<file path="src/rtl/fwd_pkg.sv">
// Shared source-select encodings and immediate sign-extension helper for the operand stage.
package fwd_pkg;

    localparam logic [1:0] SRC_RF    = 2'd0;
    localparam logic [1:0] SRC_IMM12 = 2'd1;
    localparam logic [1:0] SRC_NPC   = 2'd2;
    localparam logic [1:0] SRC_IMMW  = 2'd3;

    // Replicates bit msb of imm into every higher bit; callers size-cast the result to DW.
    function automatic logic [63:0] sext(input logic [63:0] imm, input logic [5:0] msb);
        logic [63:0] r;
        r = '0;
        for (int i = 0; i < 64; i++) begin
            r[i] = (i > int'(msb)) ? imm[msb] : imm[i];
        end
        return r;
    endfunction

endpackage

</file>
<file path="src/rtl/fwd_port.sv">
// One source port: bypass priority encoder, stall-aware operand flop with held flag, source mux.
module fwd_port
    import fwd_pkg::*;
#(
    parameter int unsigned DW   = 32,
    parameter int unsigned NBYP = 4,
    parameter int unsigned IMMW = 16
) (
    input  logic               clk,
    input  logic               rst_n,
    input  logic               stall,
    input  logic               flush,
    input  logic [DW-1:0]      rf_rd,
    input  logic [NBYP*DW-1:0] byp_data,
    input  logic [NBYP-1:0]    byp_sel,
    input  logic [1:0]         src_sel,
    input  logic [IMMW-1:0]    imm,
    input  logic [DW-1:0]      pc,
    output logic [DW-1:0]      src,
    output logic [DW-1:0]      opnd,
    output logic               held
);

    logic [DW-1:0] opnd_q;
    logic [DW-1:0] fwd;
    logic          any;
    logic          held_q;
    logic [63:0]   imm_x;

    // Walk from the oldest source down so the youngest requesting source wins.
    always_comb begin
        fwd = '0;
        any = |byp_sel;
        for (int b = NBYP - 1; b >= 0; b--) begin
            if (byp_sel[b]) begin
                fwd = byp_data[b*DW +: DW];
            end
        end
    end

    assign opnd = any ? fwd : opnd_q;
    assign held = held_q;

    // A stall with an active bypass captures it so a producer retiring mid-stall is not lost.
    always_ff @(posedge clk or negedge rst_n) begin
        if (!rst_n) begin
            opnd_q <= '0;
            held_q <= 1'b0;
        end else if (flush) begin
            opnd_q <= '0;
            held_q <= 1'b0;
        end else if (!stall) begin
            opnd_q <= rf_rd;
            held_q <= 1'b0;
        end else if (any) begin
            opnd_q <= fwd;
            held_q <= 1'b1;
        end
    end

    assign imm_x = 64'(imm);

    always_comb begin
        src = opnd;
        unique case (src_sel)
            SRC_RF:    src = opnd;
            SRC_IMM12: src = DW'(sext(imm_x, 6'd11));
            SRC_NPC:   src = pc;
            SRC_IMMW:  src = DW'(sext(imm_x, 6'(IMMW - 1)));
            default:   src = opnd;
        endcase
    end

endmodule

</file>
<file path="src/rtl/operand_fwd_unit.sv">
// ID/EX operand stage: per-port bypass/operand logic plus the port-0 store-data pipeline flop.
module operand_fwd_unit
    import fwd_pkg::*;
#(
    parameter int unsigned DW    = 32,
    parameter int unsigned NPORT = 2,
    parameter int unsigned NBYP  = 4,
    parameter int unsigned IMMW  = 16
) (
    input  logic                  clk,
    input  logic                  rst_n,
    input  logic                  stall_ID_EX,
    input  logic                  stall_EX_DM,
    input  logic                  flush_ID_EX,
    input  logic [NPORT*DW-1:0]   rf_rd,
    input  logic [NBYP*DW-1:0]    byp_data,
    input  logic [NPORT*NBYP-1:0] byp_sel,
    input  logic [NPORT*2-1:0]    src_sel,
    input  logic [IMMW-1:0]       imm_ID_EX,
    input  logic [DW-1:0]         pc_ID_EX,
    output logic [NPORT*DW-1:0]   src,
    output logic [DW-1:0]         p0_EX_DM,
    output logic [NPORT-1:0]      fwd_held
);

    logic [NPORT*DW-1:0] opnd_bus;
    logic [DW-1:0]       p0_q;

    for (genvar p = 0; p < NPORT; p++) begin : g_port
        fwd_port #(
            .DW   (DW),
            .NBYP (NBYP),
            .IMMW (IMMW)
        ) u_port (
            .clk      (clk),
            .rst_n    (rst_n),
            .stall    (stall_ID_EX),
            .flush    (flush_ID_EX),
            .rf_rd    (rf_rd[p*DW +: DW]),
            .byp_data (byp_data),
            .byp_sel  (byp_sel[p*NBYP +: NBYP]),
            .src_sel  (src_sel[p*2 +: 2]),
            .imm      (imm_ID_EX),
            .pc       (pc_ID_EX),
            .src      (src[p*DW +: DW]),
            .opnd     (opnd_bus[p*DW +: DW]),
            .held     (fwd_held[p])
        );
    end

    // Store data takes the forwarded operand, not the muxed source bus.
    always_ff @(posedge clk or negedge rst_n) begin
        if (!rst_n) begin
            p0_q <= '0;
        end else if (!stall_EX_DM) begin
            p0_q <= opnd_bus[DW-1:0];
        end
    end

    assign p0_EX_DM = p0_q;

endmodule

</file>
<file path="config.mk">
export PLATFORM = sky130hd
export DESIGN_NAME = operand_fwd_unit
export DESIGN_NICKNAME = d
export VERILOG_FILES = /design/src/rtl/fwd_pkg.sv /design/src/rtl/fwd_port.sv /design/src/rtl/operand_fwd_unit.sv
export SDC_FILE = /design/constraint.sdc
export NUM_CORES = 1
export LEC_CHECK = 0
export CORE_MARGIN = 2
export CORE_UTILIZATION = 43
export CTS_BUF_LIST = sky130_fd_sc_hd__clkbuf_16
export DETAILED_ROUTE_END_ITERATION = 10
export PLACE_DENSITY = 0.83
export SLEW_MARGIN = 15
export SYNTH_ARGS = -nofsm -noshare
export SYNTH_HDL_FRONTEND = slang
export SYNTH_SLANG_ARGS = --single-unit
</file>
<file path="constraint.sdc">
create_clock -name clk -period 2.1 [get_ports clk]
set_clock_uncertainty 0.1 [all_clocks]
set_input_delay 0.42 -clock clk [delete_from_list [all_inputs] [get_ports clk]]
set_output_delay 0.42 -clock clk [all_outputs]
set_load 0.01 [all_outputs]
</file>
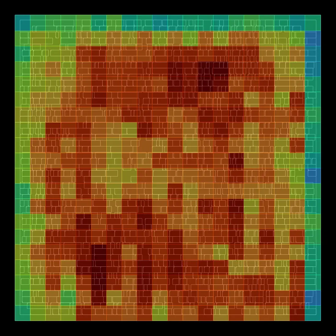
Figure 1: run 1, routing congestion.
met3 usage: 9.21%
GR Util met2: 67.4%

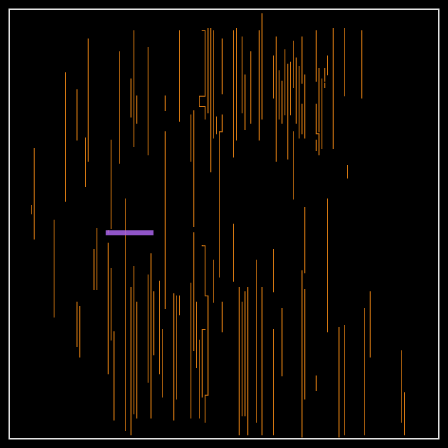
Figure 2: run 1, wiring by layer.
Two of the layers only.
purple -> metal 5  # wire length 13.8 microns
orange -> metal 4  # wire length 2890 microns

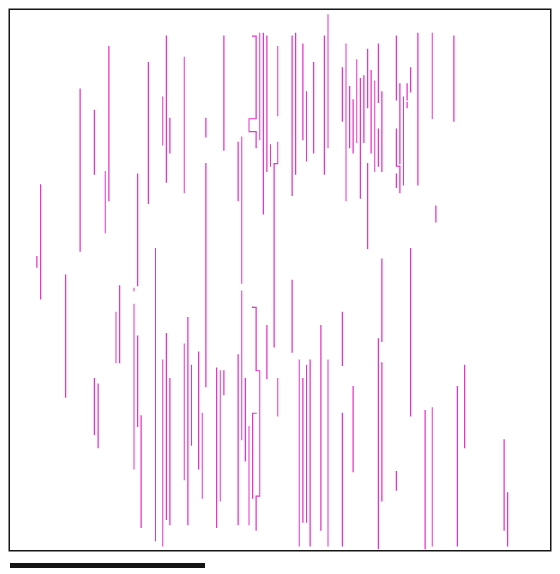
Figure 3: run 1, met4 routing.
Bar = 50 microns.
main direction = vertical
share of all routed wire = 6.7%
wire length on this layer = 2890 microns
longest straight run = 74.8 microns
nets with wire on the layer = 94

-- run 1: per-layer routing --
layer  vias up  wire [microns]  global-route usage, %
met5         -              13                      0
met4         2            2890                   23.7
met3       228            4490                   9.21
met2       885           19800                   67.4
met1      5120           16200                   54.2
li1       4434               -                      -
-- run 1: worst paths after layout --
check,start,endpoint,cells after the start
max reg2reg,g_port[0].u_port.opnd_q[21],g_port[0].u_port.opnd_q[21],7
max in group asynchronous,rst_n,g_port[1].u_port.opnd_q[23],3
max,byp_data[68],src[4],6
min reg2reg,p0_EX_DM[1],p0_EX_DM[1],2
min in group clk,p0_EX_DM[1],p0_EX_DM[1],2
min,rst_n,p0_EX_DM[29],2
-- run 1: worst max-delay path, cell delays in order --
cell	delay [ps]
clkdlybuf4s50_1	460
a221o_1	350
a31oi_2	200
buf_4	160
o221ai_2	90
buf_2	160
-- run 1: layout make-up --
class / count / area, sq um / area share, %
Tap cell: 229 / 287 / 1.93
Timing Repair Buffer: 564 / 5610 / 37.8
Antenna cell: 8 / 20.0 / 0.135
Inverter: 49 / 184 / 1.24
Clock inverter: 6 / 60.1 / 0.405
Clock buffer: 9 / 225 / 1.52
Sequential cell: 98 / 2450 / 16.5
Multi-Input combinational cell: 677 / 6010 / 40.5
-- run 1: repair_timing --
item | in CTS | in global routing
pin swaps | 97 | 94
cloned | 9 | 3
setup endpoints to repair | 66 | 64
setup buffers | 45 | 20
resized | 492 | 88
hold buffers | 1 | 0
endpoints found under the hold margin | 4 | 0
-- run 1: cell families after synthesis --
| group | count (synthesis) | synth area share, % |
|---|---|---|
| buffers and inverters | 161 | 8.49 |
| AND/OR/NAND/NOR | 261 | 17.8 |
| flip-flops | 98 | 31.6 |
| AND-OR/OR-AND | 378 | 37.1 |
| multiplexers | 38 | 5.00 |
==> impl_metrics.env, run 1 <==
# yosys + openroad results
export IMPL_status="complete, but fails checks"
export IMPL_violations="setup timing"
export IMPL_ys_ff=98
export IMPL_setup_ws_ps=-255
export IMPL_largest_reg_flops=64
export IMPL_fin_nets=1656
export IMPL_drive_above_1_share_pct=35.6
export IMPL_hp_class="in2async"
export IMPL_cts_path_max_buffers=2
export IMPL_gr_total_overflow=0
export IMPL_layout_top_cell="clkdlybuf4s50_1"
export IMPL_fin_setup_tns_ps=-9540
export IMPL_core_util_floorplan_pct=43.4
export IMPL_warnings=29
export IMPL_drc=0
export IMPL_maxCapViolCount=0
export IMPL_swShare_pct=34.4
export IMPL_fin_crit_sh_pct=112
export IMPL_hold_slack_ps=290
export IMPL_ys_seq_share_pct=31.6
export IMPL_grt_pass1_wl_microns=63200
export IMPL_cts_clk_slew_worst_paths_ps=80
export IMPL_chipArea_sq_um=19100
export IMPL_grt_pass1_vias=10500
export IMPL_top_cell="dfrtp_1"
export IMPL_power_mw=7.21
export IMPL_viasPerCell=6.51
export IMPL_ir_drop_mv=0.436
export IMPL_setup_viol=65
export IMPL_yosys_cells=936
export IMPL_area_growth_pct=91.5
export IMPL_worst_pin_slew_ps=501
export IMPL_cts_tree="built"
export IMPL_synthDominantCellAreaShare_pct=31.6
export IMPL_pwr_share_clk_pct=23.7
export IMPL_fp_coreArea_sq_um=17800
Figure 4. Logic cells by family (run 1).
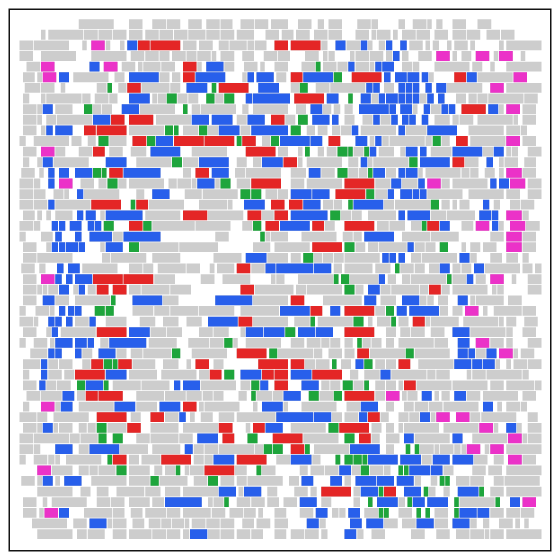

--- run 2 (diff from run 1) ---
CORE_UTILIZATION = 25   (was 43)
PLACE_DENSITY = default   (was 0.83)
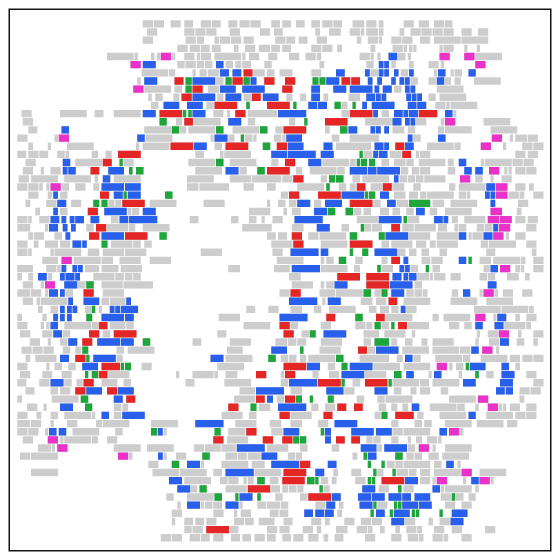
Figure 5: run 2, logic cells by family.
green -> NAND gates  # cells 119
red -> AND-OR and OR-AND gates  # cells 96
magenta -> multiplexers  # cells 38, where all over the die
blue -> inverting AOI/OAI gates  # cells 282, where all over the die
logic share of the area: 39.4%
fin cells: 1860

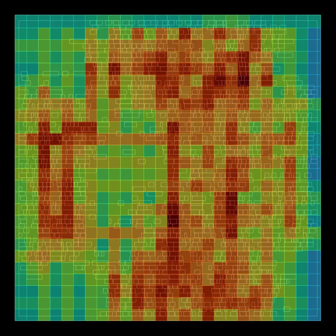
Figure 6: run 2, routing congestion.
Routed WL per cell: 25.4 microns
final core utilization: 51.3%
gr busiest metal: met2
Global Route met1 Usage: 35.9%
GR Util met2: 43.3%

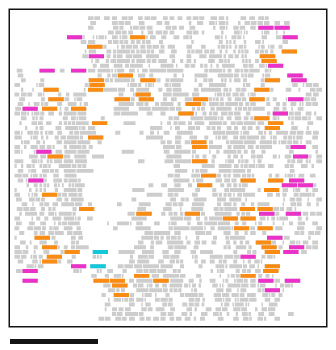
Figure 7: run 2, register map, names as in the netlist.
Bar = 50 microns. Other cells in gray.
orange -> `g_port.u_port.opnd_q`  # sequential cells 64, where all over the die
cyan -> `g_port.u_port.held`  # sequential cells 2
magenta -> `p0_EX_DM`  # sequential cells 32, where all over the die
total area of sequential cells: 2450 sq um
sequential cell area share: 15.6%

==> impl_metrics.env, run 2 <==
# yosys + openroad results
export IMPL_cp_buffers_inverters=5
export IMPL_grt_start_max_net_pins=39
export IMPL_antenna_cells=15
export IMPL_ys_sh_mux_pct=5.00
export IMPL_buffer_area_share_pct=38.5
export IMPL_setup_ws_ps=-247
export IMPL_yosys_cells=936
export IMPL_fin_setup_tns_ps=-8880
export IMPL_crit_top_cell="buf_6"
export IMPL_fp_coreArea_sq_um=30600
export IMPL_warnings=29
export IMPL_top_cell="dfrtp_1"
export IMPL_final_antenna_net_count=0
export IMPL_grt_pass1_wl_microns=67600
export IMPL_flops=98
export IMPL_adder_share_pct=0
export IMPL_top_area_cell_class="logic gates"
export IMPL_syn_nets=1193
export IMPL_rr_worst_depth=10
export IMPL_area_growth_pct=102
export IMPL_worst_pin_slew_ps=518
export IMPL_multi_input_comb_cells=677
export IMPL_drtIter0Drc=853
export IMPL_cts_clk_slew_worst_paths_ps=80
export IMPL_r2r_start="g_port[0].u_port.opnd_q[22]"
export IMPL_chipArea_sq_um=32400
export IMPL_edf_count=0
export IMPL_critPathSlowestCell="a221o_1"
export IMPL_cts_path_max_buffers=2
export IMPL_clkCellAreaFrac_pct=1.87
export IMPL_hpwl_microns=33400
export IMPL_fin_nets=1701
export IMPL_grt_pass1_vias=10400
export IMPL_status="complete, but fails checks"
export IMPL_maxCapViolCount=0
export IMPL_ys_seq_share_pct=31.6
export IMPL_hold_slack_ps=387
export IMPL_non_clock_buffer_count=609
export IMPL_ys_sh_simple_pct=17.8
export IMPL_drive_above_1_share_pct=39.3
export IMPL_hp_class="in2async"
export IMPL_timing_rr_end="p0_EX_DM[22]"
export IMPL_clkbuf_count=9
export IMPL_layout_top_cell="clkdlybuf4s50_1"
export IMPL_violations="setup timing"
export IMPL_track_usage_pct=27.6
export IMPL_combGateArea_sq_um=6180
export IMPL_synthDominantCellAreaShare_pct=31.6
export IMPL_synthTopLogicFamily="AND-OR/OR-AND gates"
export IMPL_synth_area_leader_cell="dfrtp_1"
export IMPL_crit_family="buffers and inverters"
export IMPL_rrSetupSlack_ps=380
export IMPL_critPathMaxStageDelay_ps=300
export IMPL_cts_tree="built"
export IMPL_nNonClkInverters=49
export IMPL_ir_drop_mv=0.487
export IMPL_required_ps=1580
export IMPL_fin_crit_sh_pct=112
export IMPL_setup_viol=64
export IMPL_async_flop_share_pct=100
export IMPL_synthAoiAreaFrac_pct=37.1
export IMPL_gr_total_overflow=0
export IMPL_drc=0
export IMPL_place_congestion=0.924
export IMPL_viasPerCell=5.46
export IMPL_crit_chain="buf_8 > nor2b_4 > buf_6 > buf_6 > a221o_1 > a31oi_1 > buf_4 > o221ai_2 > buf_2"
export IMPL_ys_ff=98
export IMPL_die_size_x_microns=180
export IMPL_netlist_area_sq_um=7750
export IMPL_taps=396
export IMPL_xor_share_pct=0
export IMPL_core_util_floorplan_pct=25.3
export IMPL_largest_reg_flops=64
-- run 2: cell counts after synthesis --
Identical to the previous run, type by type.
-- run 2: cell families after synthesis --
family | count (synthesis)
multiplexers | 38
AND-OR/OR-AND | 378
AND/OR/NAND/NOR | 261
buffers and inverters | 161
flip-flops | 98
-- run 2: worst max path at each step --
stage               cells past startpoint  startpoint  slack [ps]       to
floorplan                               7  byp_sel[2]         -10   src[0]
global placement                        7  byp_sel[7]       -1080  src[43]
detailed placement                      7  byp_sel[3]       -1120   src[3]
CTS                                     9  byp_sel[6]        -310  src[43]
global route                            9  byp_sel[6]        -280  src[60]
finish                                  9  byp_sel[3]        -250   src[5]
-- run 2: stage by stage --
step                      total power [mW]  setup slack, ps  instance area (sq um)  util [%]  cells
after floorplan                       3.29            -11.2                   7920         -    936
after global placement                5.05            -1080                  13000      42.6   1739
after detailed placement              5.06            -1120                  13000      42.6   1739
after CTS                             7.24             -309                  15000      49.1   1825
after global routing                  7.73             -277                  15700      51.3   1856
final                                 7.43             -247                  15700      51.3   1860
-- run 2: what timing repair did --
item                       in CTS  in global routing
hold endpoints to repair       14                  0
hold buffers                    1                  0
cloned                          9                  2
setup buffers                  63                 29
setup endpoints to repair      74                 65
gates resized                 579                 99
pin swaps                     116                105
-- run 2: metal layers --
layer / GRT usage, % / vias up / part of all wire (%) / wire, microns
li1: - / 4553 / - / -
met1: 35.9 / 4957 / 43 / 20200
met2: 43.3 / 530 / 46 / 21700
met3: 7.30 / 111 / 7.8 / 3700
met4: 11.7 / 8 / 3.5 / 1670
met5: 0 / - / 0.10 / 48
-- run 2: where the power goes --
group | switching (mW) | internal [mW] | leakage, nW
registers | 0.0824 | 2.07 | 1.23
clock network | 0.920 | 0.846 | 0.146
logic | 1.66 | 1.86 | 5.22
total | 2.66 | 4.77 | 6.59
Figure 8. Met4 routing (run 2).
Bar = 50 microns.
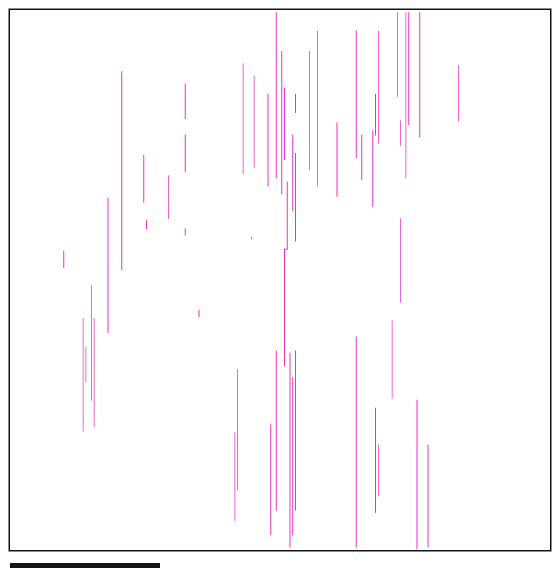

--- run 3 (diff from run 2) ---
CORE_MARGIN = 3   (was 2)
SKIP_CTS_REPAIR_TIMING = 1   (was default)
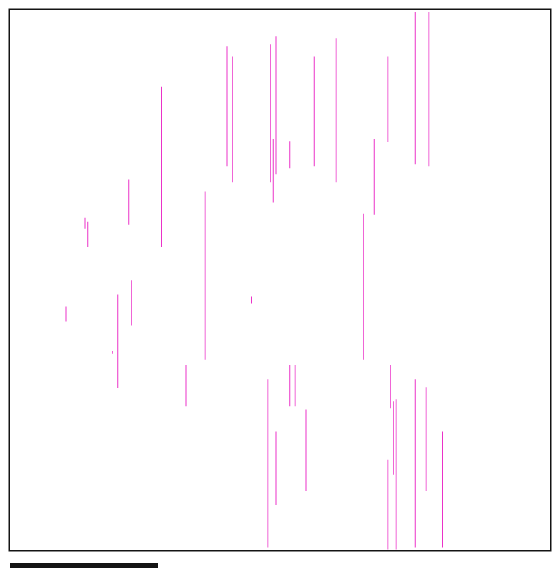
Figure 9: run 3, met4 routing.
Bar = 50 microns.
main direction = vertical
wire length on this layer = 1080 microns
share of all routed wire = 2.4%
longest straight run = 56.4 microns

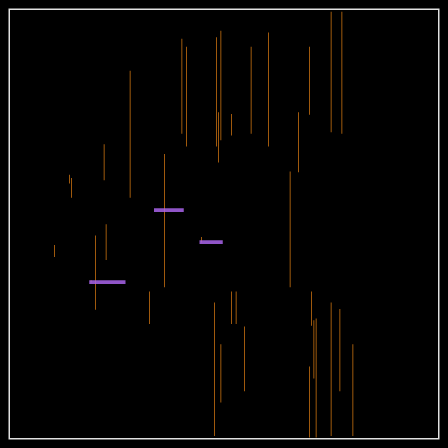
Figure 10: run 3, wiring by layer.
Two of the layers only.
purple -> metal 5  # wire length 33.1 microns
orange -> metal 4  # wire length 1080 microns
DR vias: 9641
final wirelength: 45100 microns
gr usage total: 24.4%
Routed WL per cell: 25.3 microns

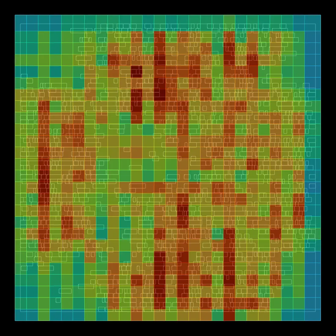
Figure 11: run 3, routing congestion.
met3 usage: 4.37%
Global Route met1 Usage: 35.0%
GR Util met2: 37.4%
final core utilization: 48.2%

==> impl_metrics.env, run 3 <==
# yosys + openroad results
export IMPL_status="complete, but fails checks"
export IMPL_violations="setup timing"
export IMPL_grt_start_max_net_pins=99
export IMPL_drtIter0Drc=804
export IMPL_final_antenna_net_count=0
export IMPL_die_size_x_microns=182
export IMPL_area_growth_pct=87.2
export IMPL_fin_crit_sh_pct=111
export IMPL_relSlewSlack_pct=59.7
export IMPL_dp_cells=1730
export IMPL_yosysUniqueCellTypes=31
export IMPL_cts_path_max_buffers=2
export IMPL_mostFrequentLayoutCells="clkdlybuf4s50_1, buf_4, dfrtp_1"
export IMPL_synth_area_leader_cell="dfrtp_1"
export IMPL_adder_share_pct=0
export IMPL_place_congestion=0.917
export IMPL_crit_start="byp_sel[3]"
export IMPL_edf_count=0
export IMPL_crit_type="in2out"
export IMPL_yosys_warnings=0
export IMPL_regMostFlops="g_port.u_port.opnd_q"
export IMPL_fin_cells=1783
export IMPL_ys_area_sq_um=7750
export IMPL_yosys_cells=936
export IMPL_drive_above_1_share_pct=33.1
export IMPL_drc=0
export IMPL_fin_nets=1637
export IMPL_top_cell="dfrtp_1"
export IMPL_ir_drop_mv=0.603
export IMPL_grt_pass1_vias=9443
export IMPL_placed_cell_area_sq_um=13000
export IMPL_hp_class="in2async"
export IMPL_viasPerCell=5.41
export IMPL_xor_share_pct=0
export IMPL_syn_nets=1193
export IMPL_ys_seq_share_pct=31.6
export IMPL_async_flop_share_pct=100
export IMPL_common_cells="dfrtp_1, clkbuf_1, o21ai_0"
export IMPL_netlist_instances=936
export IMPL_worst_pin_slew_ps=604
export IMPL_largest_reg_flops=64
export IMPL_warnings=28
export IMPL_setup_ws_ps=-233
export IMPL_cp_max_fo=7
export IMPL_regArea_sq_um=2450
export IMPL_chipArea_sq_um=33100
export IMPL_combGateArea_sq_um=5740
export IMPL_required_ps=1580
export IMPL_fp_coreArea_sq_um=30100
export IMPL_r2r_start="g_port[0].u_port.opnd_q[0]"
export IMPL_cts_clk_slew_worst_paths_ps=80
export IMPL_max_freq_ghz=0.429
export IMPL_ys_ff=98
export IMPL_synthDominantCellAreaShare_pct=31.6
export IMPL_row_count=63
export IMPL_htree_num_levels=3
export IMPL_n_fill_cell=2869
export IMPL_topCellsByArea="dfrtp_1, o21ai_0, nor2b_1"
export IMPL_numPortBuffers=354
export IMPL_synthAoiAreaFrac_pct=37.1
export IMPL_pin_count=355
export IMPL_ys_sh_simple_pct=17.8
export IMPL_cts_tree="built"
export IMPL_ys_sh_mux_pct=5.00
export IMPL_synth_avg_cell_area_sq_um=8.28
export IMPL_hpwl_microns=33100
export IMPL_arrival_ps=1810
export IMPL_maxCapViolCount=0
export IMPL_fin_area_sq_um=14500
export IMPL_core_util_floorplan_pct=25.7
export IMPL_gr_total_overflow=0
export IMPL_rr_worst_depth=7
export IMPL_clock_latency_ps=350
export IMPL_layout_top_cell="clkdlybuf4s50_1"
export IMPL_grt_pass1_wl_microns=61300
export IMPL_synthTopLogicFamily="AND-OR/OR-AND gates"
export IMPL_setup_viol=64
export IMPL_clkSinkCount=98
export IMPL_netlist_area_sq_um=7750
## run 3: routing by layer
layer | up-vias | global-route usage (%) | part of all wire, % | routed length (microns)
li1 | 4392 | - | - | -
met1 | 4655 | 35.0 | 45 | 20300
met2 | 510 | 37.4 | 45 | 20400
met3 | 78 | 4.37 | 7.3 | 3310
met4 | 6 | 7.43 | 2.4 | 1080
met5 | - | 0 | 0.073 | 33
## run 3: metrics by stage
| step | setup TNS (ps) | utilization (%) | hold WS, ps | worst slack [ps] | total power [mW] |
|---|---|---|---|---|---|
| finish | -9440 | 48.2 | 26.9 | -233 | 7.09 |
| detailed placement | -91350 | 43.1 | 415 | -1080 | 5.06 |
| CTS | -64840 | 44.1 | 58.8 | -1080 | 6.85 |
| global placement | -90030 | 43.1 | 407 | -1070 | 5.05 |
| global route | -11800 | 48.2 | 71.9 | -286 | 7.39 |
| floorplan | -33.6 | - | 24.4 | -11.2 | 3.29 |
## run 3: final timing paths
path	slack [ps]	endpoint
max	-230	src[1]
min	30	p0_EX_DM[30]
max reg2reg	470	g_port[0].u_port.opnd_q[0]
min reg2reg	420	p0_EX_DM[6]
max in group asynchronous	1410	p0_EX_DM[15]
min in group clk	330	g_port[0].u_port.opnd_q[31]
## run 3: worst max-delay path, cell delays in order
cell,delay [ps]
buf_8,100
nor2b_4,170
buf_12,140
a221o_1,340
a31oi_2,220
buf_4,160
o221ai_2,90
buf_2,160
## run 3: final cells by class
type,instances,area share (%)
well taps,390,3.36
diodes,8,0.138
clock buffers,9,1.55
multi-input cells,677,39.5
inverters,49,1.27
clock inverters,7,0.474
repair buffers,545,36.8
flip-flops and latches,98,16.9
## run 3: power by group
part           switching (mW)  internal, mW
Sequential             0.0792          2.07
Clock                   0.923         0.845
Combinational            1.51          1.66
Power is estimated from default activity; no workload was simulated.
